Fig. 1: run 1, where the registers sit
Bar = 50 um. Other sequential cells in the stronger grey, the rest of the logic in the fainter grey.
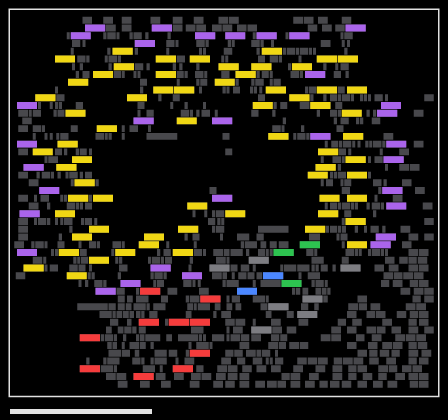
Fig. 2: run 1, cell area per tile
Bar = 50 um. 15 x 14 tiles, from dark purple (low) to yellow (high), 0 to 100% covered.
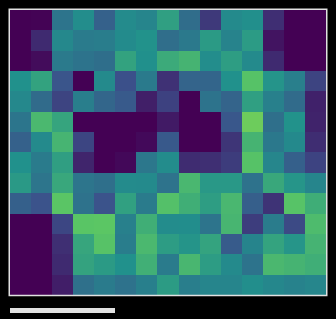
Fig. 3: run 1, wire density map
30 x 27 tiles, from dark purple (low) to yellow (high), scaled to the fullest tile. Values are wire area over tile area, all layers added.
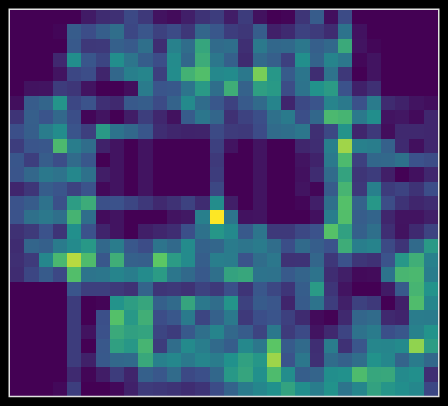
### src/rtl/fifo_stream_ctrl_if.sv
`default_nettype none
// ============================================================================
// fifo_stream_ctrl_if : producer, consumer and FIFO-primitive signal bundle
// Rev 1.0
// ============================================================================
interface fifo_stream_ctrl_if #(
  parameter int DATA_W = 32,
  parameter int DEPTH  = 512
) ();
  logic [DATA_W-1:0]      p0_data;
  logic                   p0_valid;
  logic                   p0_ready;
  logic [DATA_W-1:0]      p1_data;
  logic                   p1_valid;
  logic                   p1_ready;
  logic [DATA_W-1:0]      m_data;
  logic                   m_valid;
  logic                   m_ready;
  logic                   fifo_rst;
  logic [DATA_W-1:0]      fifo_di;
  logic                   fifo_wen;
  logic [DATA_W-1:0]      fifo_dout;
  logic                   fifo_ren;
  logic [$clog2(DEPTH):0] level;

  modport slave (
    input  p0_data, p0_valid, p1_data, p1_valid, m_ready, fifo_dout,
    output p0_ready, p1_ready, m_data, m_valid,
    output fifo_rst, fifo_di, fifo_wen, fifo_ren, level
  );

  modport master (
    output p0_data, p0_valid, p1_data, p1_valid, m_ready, fifo_dout,
    input  p0_ready, p1_ready, m_data, m_valid,
    input  fifo_rst, fifo_di, fifo_wen, fifo_ren, level
  );
endinterface
`default_nettype wire

### src/rtl/fifo_stream_ctrl.sv
`default_nettype none
// ============================================================================
// fifo_stream_ctrl : init sequencer, 2:1 round-robin writer, occupancy tracker
//                    and skid-buffered read stream for a block-RAM FIFO
// Rev 1.0
// ============================================================================
module fifo_stream_ctrl #(
  parameter int DATA_W        = 32,
  parameter int DEPTH         = 512,
  parameter int READ_LAT      = 2,
  parameter int RST_CYCLES    = 5,
  parameter int SETTLE_CYCLES = 4
) (
  input  wire logic         clk,
  input  wire logic         rst,
  fifo_stream_ctrl_if.slave bus
);
  localparam int SKID = READ_LAT + 1;
  localparam int CW   = $clog2(SKID + 1);
  localparam int LW   = $clog2(DEPTH) + 1;
  localparam int TMAX = (RST_CYCLES > SETTLE_CYCLES) ? RST_CYCLES : SETTLE_CYCLES;
  localparam int TW   = $clog2(TMAX + 1);

  typedef enum logic [1:0] {
    INIT_RST  = 2'd0,
    INIT_WAIT = 2'd1,
    RUN       = 2'd2
  } state_t;

  state_t               state_q;
  logic [TW-1:0]        tmr_q;
  logic                 fifo_rst_q;
  logic                 run_q;
  logic [LW-1:0]        level_q;
  logic                 rr_q;
  logic [READ_LAT-1:0]  pipe_q;
  logic [DATA_W-1:0]    skid_q [SKID];
  logic [DATA_W-1:0]    skid_d [SKID];
  logic [CW-1:0]        skid_cnt_q, skid_cnt_d;

  logic                 can_wr, grant0, grant1, acc0, acc1, wen, ren, push, pop;
  logic                 ready0, ready1;
  logic [DATA_W-1:0]    di;
  logic [CW-1:0]        inflight;

  always_ff @(posedge clk) begin
    if (!rst) begin
      state_q    <= INIT_RST;
      tmr_q      <= '0;
      fifo_rst_q <= 1'b1;
      run_q      <= 1'b0;
    end else begin
      case (state_q)
        INIT_RST: begin
          if (tmr_q == TW'(RST_CYCLES - 1)) begin
            state_q    <= INIT_WAIT;
            tmr_q      <= '0;
            fifo_rst_q <= 1'b0;
          end else begin
            tmr_q <= tmr_q + TW'(1);
          end
        end
        INIT_WAIT: begin
          if (tmr_q == TW'(SETTLE_CYCLES - 1)) begin
            state_q <= RUN;
            tmr_q   <= '0;
            run_q   <= 1'b1;
          end else begin
            tmr_q <= tmr_q + TW'(1);
          end
        end
        default: begin
          state_q <= RUN;
          run_q   <= 1'b1;
        end
      endcase
    end
  end

  always_comb begin
    can_wr = (level_q < LW'(DEPTH));
    // rr_q=0 favours p0 on contention, rr_q=1 favours p1
    grant0 = bus.p0_valid & (~bus.p1_valid | ~rr_q);
    grant1 = bus.p1_valid & (~bus.p0_valid | rr_q);
    ready0 = run_q & grant0 & can_wr;
    ready1 = run_q & grant1 & can_wr;
    acc0   = ready0 & bus.p0_valid;
    acc1   = ready1 & bus.p1_valid;
    wen    = acc0 | acc1;
    di     = acc0 ? bus.p0_data : (acc1 ? bus.p1_data : '0);

    inflight = '0;
    for (int i = 0; i < READ_LAT; i++) inflight = inflight + CW'(pipe_q[i]);
    // credit covers skid occupancy plus reads whose data has not returned yet
    ren  = run_q & (level_q != '0) &
           (({1'b0, skid_cnt_q} + {1'b0, inflight}) < (CW+1)'(SKID));
    push = pipe_q[READ_LAT-1];
    pop  = (skid_cnt_q != '0) & bus.m_ready;
  end

  always_comb begin
    skid_d     = skid_q;
    skid_cnt_d = skid_cnt_q;
    if (pop) begin
      for (int i = 0; i < SKID - 1; i++) skid_d[i] = skid_q[i+1];
      skid_d[SKID-1] = '0;
      skid_cnt_d     = skid_cnt_q - CW'(1);
    end
    if (push) begin
      for (int i = 0; i < SKID; i++)
        if (CW'(i) == skid_cnt_d) skid_d[i] = bus.fifo_dout;
      skid_cnt_d = skid_cnt_d + CW'(1);
    end
  end

  always_ff @(posedge clk) begin
    if (!rst) begin
      level_q    <= '0;
      rr_q       <= 1'b0;
      pipe_q     <= '0;
      skid_cnt_q <= '0;
      for (int i = 0; i < SKID; i++) skid_q[i] <= '0;
    end else begin
      level_q    <= level_q + LW'(wen) - LW'(ren);
      pipe_q     <= (pipe_q << 1) | READ_LAT'(ren);
      skid_cnt_q <= skid_cnt_d;
      for (int i = 0; i < SKID; i++) skid_q[i] <= skid_d[i];
      if (acc0)      rr_q <= 1'b1;
      else if (acc1) rr_q <= 1'b0;
    end
  end

  assign bus.p0_ready = ready0;
  assign bus.p1_ready = ready1;
  assign bus.m_data   = skid_q[0];
  assign bus.m_valid  = (skid_cnt_q != '0);
  assign bus.fifo_rst = fifo_rst_q;
  assign bus.fifo_di  = di;
  assign bus.fifo_wen = wen;
  assign bus.fifo_ren = ren;
  assign bus.level    = level_q;

endmodule
`default_nettype wire
### src/flat_wrapper.sv
// flat-port wrapper written by rule: the top's interface ports become plain ports
module fifo_stream_ctrl_flat 
#(
  parameter int DATA_W        = 32,
  parameter int DEPTH         = 512,
  parameter int READ_LAT      = 2,
  parameter int RST_CYCLES    = 5,
  parameter int SETTLE_CYCLES = 4
)
  (clk, rst, bus_p0_data, bus_p0_valid, bus_p1_data, bus_p1_valid, bus_m_ready, bus_fifo_dout, bus_p0_ready, bus_p1_ready, bus_m_data, bus_m_valid, bus_fifo_rst, bus_fifo_di, bus_fifo_wen, bus_fifo_ren, bus_level);
  fifo_stream_ctrl_if #(.DATA_W(DATA_W), .DEPTH(DEPTH)) bus_i ();
  input  wire logic clk;
  input  wire logic rst;
  input wire logic [$bits(bus_i.p0_data)-1:0] bus_p0_data;
  input wire logic [$bits(bus_i.p0_valid)-1:0] bus_p0_valid;
  input wire logic [$bits(bus_i.p1_data)-1:0] bus_p1_data;
  input wire logic [$bits(bus_i.p1_valid)-1:0] bus_p1_valid;
  input wire logic [$bits(bus_i.m_ready)-1:0] bus_m_ready;
  input wire logic [$bits(bus_i.fifo_dout)-1:0] bus_fifo_dout;
  output wire logic [$bits(bus_i.p0_ready)-1:0] bus_p0_ready;
  output wire logic [$bits(bus_i.p1_ready)-1:0] bus_p1_ready;
  output wire logic [$bits(bus_i.m_data)-1:0] bus_m_data;
  output wire logic [$bits(bus_i.m_valid)-1:0] bus_m_valid;
  output wire logic [$bits(bus_i.fifo_rst)-1:0] bus_fifo_rst;
  output wire logic [$bits(bus_i.fifo_di)-1:0] bus_fifo_di;
  output wire logic [$bits(bus_i.fifo_wen)-1:0] bus_fifo_wen;
  output wire logic [$bits(bus_i.fifo_ren)-1:0] bus_fifo_ren;
  output wire logic [$bits(bus_i.level)-1:0] bus_level;
  assign bus_i.p0_data = bus_p0_data;
  assign bus_i.p0_valid = bus_p0_valid;
  assign bus_i.p1_data = bus_p1_data;
  assign bus_i.p1_valid = bus_p1_valid;
  assign bus_i.m_ready = bus_m_ready;
  assign bus_i.fifo_dout = bus_fifo_dout;
  assign bus_p0_ready = bus_i.p0_ready;
  assign bus_p1_ready = bus_i.p1_ready;
  assign bus_m_data = bus_i.m_data;
  assign bus_m_valid = bus_i.m_valid;
  assign bus_fifo_rst = bus_i.fifo_rst;
  assign bus_fifo_di = bus_i.fifo_di;
  assign bus_fifo_wen = bus_i.fifo_wen;
  assign bus_fifo_ren = bus_i.fifo_ren;
  assign bus_level = bus_i.level;
  fifo_stream_ctrl #(.DATA_W(DATA_W), .DEPTH(DEPTH), .READ_LAT(READ_LAT), .RST_CYCLES(RST_CYCLES), .SETTLE_CYCLES(SETTLE_CYCLES)) u_core (.clk(clk), .rst(rst), .bus(bus_i));
endmodule
### config.mk
export PLATFORM = sky130hd
export DESIGN_NAME = fifo_stream_ctrl_flat
export DESIGN_NICKNAME = d
export VERILOG_FILES = /design/src/rtl/fifo_stream_ctrl_if.sv /design/src/rtl/fifo_stream_ctrl.sv /design/src/flat_wrapper.sv
export SDC_FILE = /design/constraint.sdc
export NUM_CORES = 1
export LEC_CHECK = 0
export ABC_CLOCK_PERIOD_IN_PS = 5600
export CAP_MARGIN = 0
export CELL_PAD_IN_SITES_DETAIL_PLACEMENT = 0
export CELL_PAD_IN_SITES_GLOBAL_PLACEMENT = 2
export CORE_ASPECT_RATIO = 0.9
export CORE_UTILIZATION = 29
export CTS_BUF_LIST = sky130_fd_sc_hd__clkbuf_4
export DETAILED_ROUTE_END_ITERATION = 16
export PLACE_DENSITY = 0.95
export SETUP_SLACK_MARGIN = 0.5
export SLEW_MARGIN = 15
export SYNTH_ARGS = -nofsm -noshare
export SYNTH_HDL_FRONTEND = slang
export SYNTH_SLANG_ARGS = --single-unit
### constraint.sdc
create_clock -name clk -period 5.6 [get_ports clk]
set_input_delay 1.12 -clock clk [delete_from_list [all_inputs] [get_ports clk]]
set_output_delay 1.12 -clock clk [all_outputs]
set_load 0.01 [all_outputs]
==> qor.rpt, run 1 <==
========================================================================
Fraction of synthesized cell area in xor and xnor cells            1.22%
Total nets after synthesis                                           824
Antenna violations before repair                                       1
Launch point of the critical path                           bus_p0_valid
Peak Freq                                                      0.236 GHz
Hold path startpoint                                        u_core.bus.fifo_rst
Total of hold buffers inserted after clock tree synthesis              0
Hold Crit Depth                                                        2
Post-Synth Adder-Cell Area                                         5.71%
Total negative setup slack                                          0 ns
Number of sequential cells                                           118
Inverter count of the layout excluding clock inverters                28
DIE HEIGHT                                                        136 um
Minimum period implied by the final worst setup slack            4.24 ns
Final-layout worst hold slack                                   0.476 ns
Number of tap instances                                              250
Post-synth top cells                                        sky130_fd_sc_hd__nand2_1, sky130_fd_sc_hd__dfxtp_1, sky130_fd_sc_hd__nor2_1
Tcrit/Tclk final                                                   75.7%
Leakage component of the power                                   2.71 nW
Top logic family                                            AND-OR/OR-AND gates
Max clock buf depth                                                    2
Fraction of registers with async set/reset                            0%
Multi-input combinational area share                               36.4%
Dpl cells                                                           1049
First-pass GRT wire length                                      24500 um
Fraction of layout cells with a size suffix above 1                5.08%
Run status                                                  complete, no violations
Crit path buf inv count                                                3
Final net count                                                      944
Layout clock buffer count                                             20
Tot Pwr                                                        0.00203 W
Leading register cell type out of synthesis                 sky130_fd_sc_hd__dfxtp_1
Gate count of the mapped netlist                                     698
Startpoint of the worst register-to-register path           u_core.pipe_q[1]
Overflow after GRT                                                     0
Fraction of area in clock buffers and inverters                    3.38%
Cell area reported after detailed placement                   7440 sq um
YS chip area                                                  5740 sq um
Final cell area excluding filler cells                        7710 sq um
Transition time at the pin with the least slew margin           0.818 ns
Top Ports                                                            181
Worst hold path class                                            reg2reg
Placer congestion estimate                                         0.802
Logic depth of the worst register-to-register path                    15
Cell Chain, Critical Path                                   clkdlybuf4s50_1, nand2_1, a21oi_2, buf_4, a22o_1, clkdlybuf4s50_1
Top area cell types                                         sky130_fd_sc_hd__dfxtp_1, sky130_fd_sc_hd__a311oi_1, sky130_fd_sc_hd__nand2_1
Root buffer selected by CTS                                 sky130_fd_sc_hd__clkbuf_4
Cell class ranked first by area                              logic gates
Routed WL per cell                                               14.3 um
Starting DRT DRC Count                                               251
Vias per cell                                                       4.70
Number of DRC violations after detailed routing                        0
Largest vdd supply drop                                           120 uV
Number of global-route vias before repair                           4640
Number of cells in Yosys stat                                        698
Worst setup slack after placement                                1.33 ns
Worst hold endpoint                                         u_core.bus.fifo_rst
Worst Path Arrival                                               3.12 ns
Largest fanout on the critical path                                   27
Count of instances resized after the clock tree is built               0
Summed instance area of the synthesized netlist               5740 sq um
========================================================================
-- Fig. 1 (at the start) --
colour	name in the netlist	sequential cells
yellow	`u_core.skid_q`	64
green	`u_core.tmr_q`	3
red	`u_core.bus.level`	10
blue	`u_core.pipe_q`	2
purple	`u_core.bus.m_data`	32
Seq area share: 30.7%
reported sequential group power: 0.000888 W
Sequential cell area: 2360 sq um
end-of-flow core utilization: 40.0%

-- Fig. 2 (at the start) --
mean over tiles	36%
emptiest ninth of the die	centre
tiles over 75% full	0.50%
area of the placeable core: 19300 sq um
FP Core Util: 29.8%

-- Fig. 3 (at the start) --
mean over tiles	0.12
fullest tile	0.49
nearly empty tiles	18%
tiles over half the peak	11%
GRT Resource Usage Total: 15.4%
via total after detailed routing: 5065
Final Routed Wirelength: 15500 um

## run 1: per-layer routing
layer	part of all wire [%]	GRT usage (%)
met1	47	20.5
met2	46	24.5
met3	5.6	3.94
met4	0.84	4.55
met5	0	0
## run 1: flip-flops by register name (all words and copies together) (netlist names)
name / cells
u_core.rr_q: 1
u_core.bus.level: 10
u_core.tmr_q: 3
u_core.skid_q: 64
u_core.bus.m_data: 32
u_core.pipe_q: 2
u_core.run_q: 1
u_core.bus.fifo_rst: 1
u_core.skid_cnt_q: 2
u_core.state_q: 2
## run 1: power by group
group	internal [W]	total, W	leakage, nW	switching, W
Combinational	0.000252	0.000525	1.61	0.000274
Clock	0.000309	0.000616	0.145	0.000307
Sequential	0.000866	0.000888	0.952	0.0000217
Total	0.00143	0.00203	2.71	0.000603
Fig. 4: run 1, clock wiring as the flow saved it
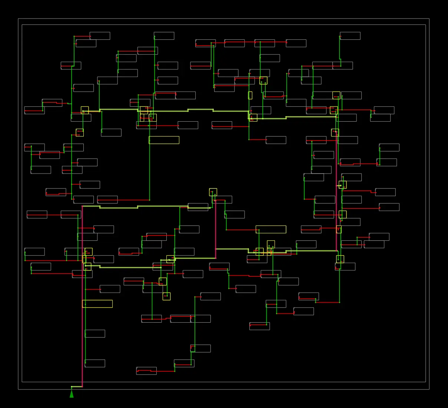

==> run 2, diff against run 1 <==
Settings changed: ABC_CLOCK_PERIOD_IN_PS 5600 to 4100, CORE_UTILIZATION 29 to 27, PLACE_DENSITY 0.95 to 0.9.
Clock period 5.6 ns to 4.1 ns, I/O delays scaled along.
Fig. 5: run 2, clock wiring as the flow saved it
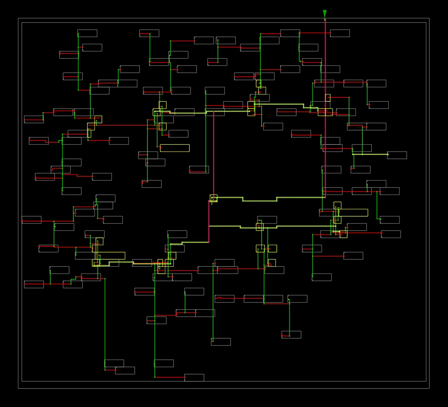
Clock Power: 0.000877 W
clock latency on the worst-skew pair: 0.51 ns
number of sequential cells: 118
TritonCTS sink count: 118

==> run 2 against run 1 <==
Die area grew 7.3%; setup slack lost 0.73 ns; area after synthesis is the same; clock skew is essentially flat; core utilization shrank 2.2 points; register-to-register slack lost 1.2 ns; critical path depth is the same; total power grew 39%; final cell count grew 3.9%; count of clock-buffer cells in the layout shrank 3; clock power grew 42%; largest cell class unchanged; largest power group unchanged.
==> qor.rpt, run 2 <==
======================================================================
Worst hold endpoint                                       u_core.bus.m_data[30]
Crit path buf inv count                                              3
Worst Path Required                                            3.28 ns
FP Core Util                                                     27.6%
Largest fanout on the critical path                                 33
Total nets after synthesis                                         824
Largest vdd supply drop                                         173 uV
Startpoint of the worst register-to-register path         u_core.skid_cnt_q[0]
Worst setup slack after placement                             0.425 ns
Met1 demand-to-capacity share in global routing                  19.0%
Run status                                                complete, no violations
Reg with most FFs                                         u_core.skid_q
Inverter count of the layout excluding clock inverters              28
Worst Path Arrival                                             2.65 ns
Combinational gate area                                     2830 sq um
Tcrit/Tclk final                                                 84.7%
Launch point of the critical path                         bus_p1_valid
Minimum period implied by the final worst setup slack          3.47 ns
Fraction of registers with async set/reset                          0%
Top Ports                                                          181
Leading cell type in the layout, fill and taps excluded   sky130_fd_sc_hd__clkdlybuf4s50_1
First-pass GRT wire length                                    25200 um
Amount of wire on met2 after detailed routing                  7210 um
Root buffer selected by CTS                               sky130_fd_sc_hd__clkbuf_4
Overflow after GRT                                                   0
Site Rows                                                           50
Sequential cell area                                        2360 sq um
Placer congestion estimate                                       0.762
Total negative setup slack                                        0 ns
Final cell area excluding filler cells                      7860 sq um
Fraction of area in clock buffers and inverters                  3.68%
Hold path startpoint                                      u_core.skid_q[62]
Worst hold path class                                          reg2reg
Vias per cell                                                     4.60
Gate count of the mapped netlist                                   698
End-of-flow core utilization                                     37.7%
Most frequent cells in the layout                         sky130_fd_sc_hd__clkdlybuf4s50_1, sky130_fd_sc_hd__nand2_1, sky130_fd_sc_hd__dfxtp_1
Starting DRT DRC Count                                             240
Leakage component of the power                                 2.75 nW
Most heavily used metal layer in global routing                   met2
Via total after detailed routing                                  5153
YS chip area                                                5740 sq um
GRT Resource Usage Total                                         14.4%
Layout clock buffer count                                           17
Area of the placeable core                                 20800 sq um
Dpl cells                                                         1088
Logic depth of the worst register-to-register path                  15
Antenna violations before repair                                     1
DIE HEIGHT                                                      140 um
Global-route track usage on met3                                 3.43%
Number of cells in Yosys stat                                      698
Peak Freq                                                    0.288 GHz
Final net count                                                    947
Transition time at the pin with the least slew margin         0.734 ns
Met3 WL post-DR                                                 795 um
Routed met1 length                                             7330 um
Number of DRC violations after detailed routing                      0
Cell class ranked first by area                            logic gates
Summed instance area of the synthesized netlist             5740 sq um
Post-route setup slack                                        0.626 ns
Max clock buf depth                                                  2
Max reg flops                                                       64
Cell with the most instances after synthesis              sky130_fd_sc_hd__nand2_1
Routed WL per cell                                             13.8 um
Number of tap instances                                            286
Tot Pwr                                                      0.00282 W
Post-synth top cells                                      sky130_fd_sc_hd__nand2_1, sky130_fd_sc_hd__dfxtp_1, sky130_fd_sc_hd__nor2_1
Cell Chain, Critical Path                                 clkdlybuf4s50_1, nand2_1, a21oi_2, buf_4, a22o_1, clkdlybuf4s50_1
Final-layout worst hold slack                                 0.463 ns
Leading register cell type out of synthesis               sky130_fd_sc_hd__dfxtp_1
Seq area share                                                   30.1%
Number of global-route vias before repair                         4882
======================================================================
Fig. 6: run 2, where the registers sit
Bar = 50 um. Other sequential cells in the stronger grey, the rest of the logic in the fainter grey.
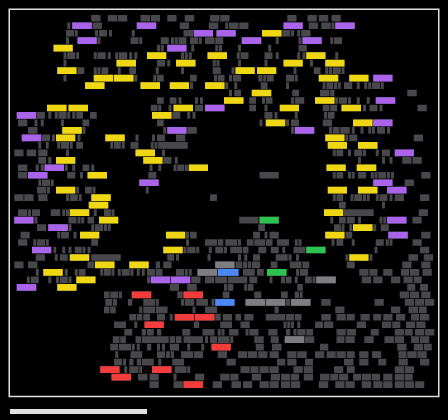
colour	name in the netlist	sequential cells
red	`u_core.bus.level`	10
green	`u_core.tmr_q`	3
yellow	`u_core.skid_q`	64
blue	`u_core.pipe_q`	2
purple	`u_core.bus.m_data`	32

-- run 2: cell counts after synthesis --
Identical to the previous run, type by type.
-- run 2: power by group --
group,switching [W],leakage [nW],internal [W]
Combinational,0.000377,1.65,0.000359
Clock,0.000463,0.148,0.000414
Sequential,0.0000277,0.953,0.00118
Total,0.000867,2.75,0.00196
-- run 2: cell families after synthesis --
family                     synth area share, %
buffers and inverters                     10.2
muxes                                    0.349
and+or+nand+nor                           19.1
adders and majority gates                 5.71
xor gates and xnor gates                  1.22
DFF                                       41.1
AOI/OAI and AO/OA                         22.3
-- run 2: what timing repair did --
item | 4_1_cts | 5_1_grt
gates resized | 0 | 3
hold buffers | 0 | 0
buffers inserted | 0 | 0
endpoints found under the setup margin | 0 | 2
Power figures rest on the tool's default switching activity, not on a simulated workload.
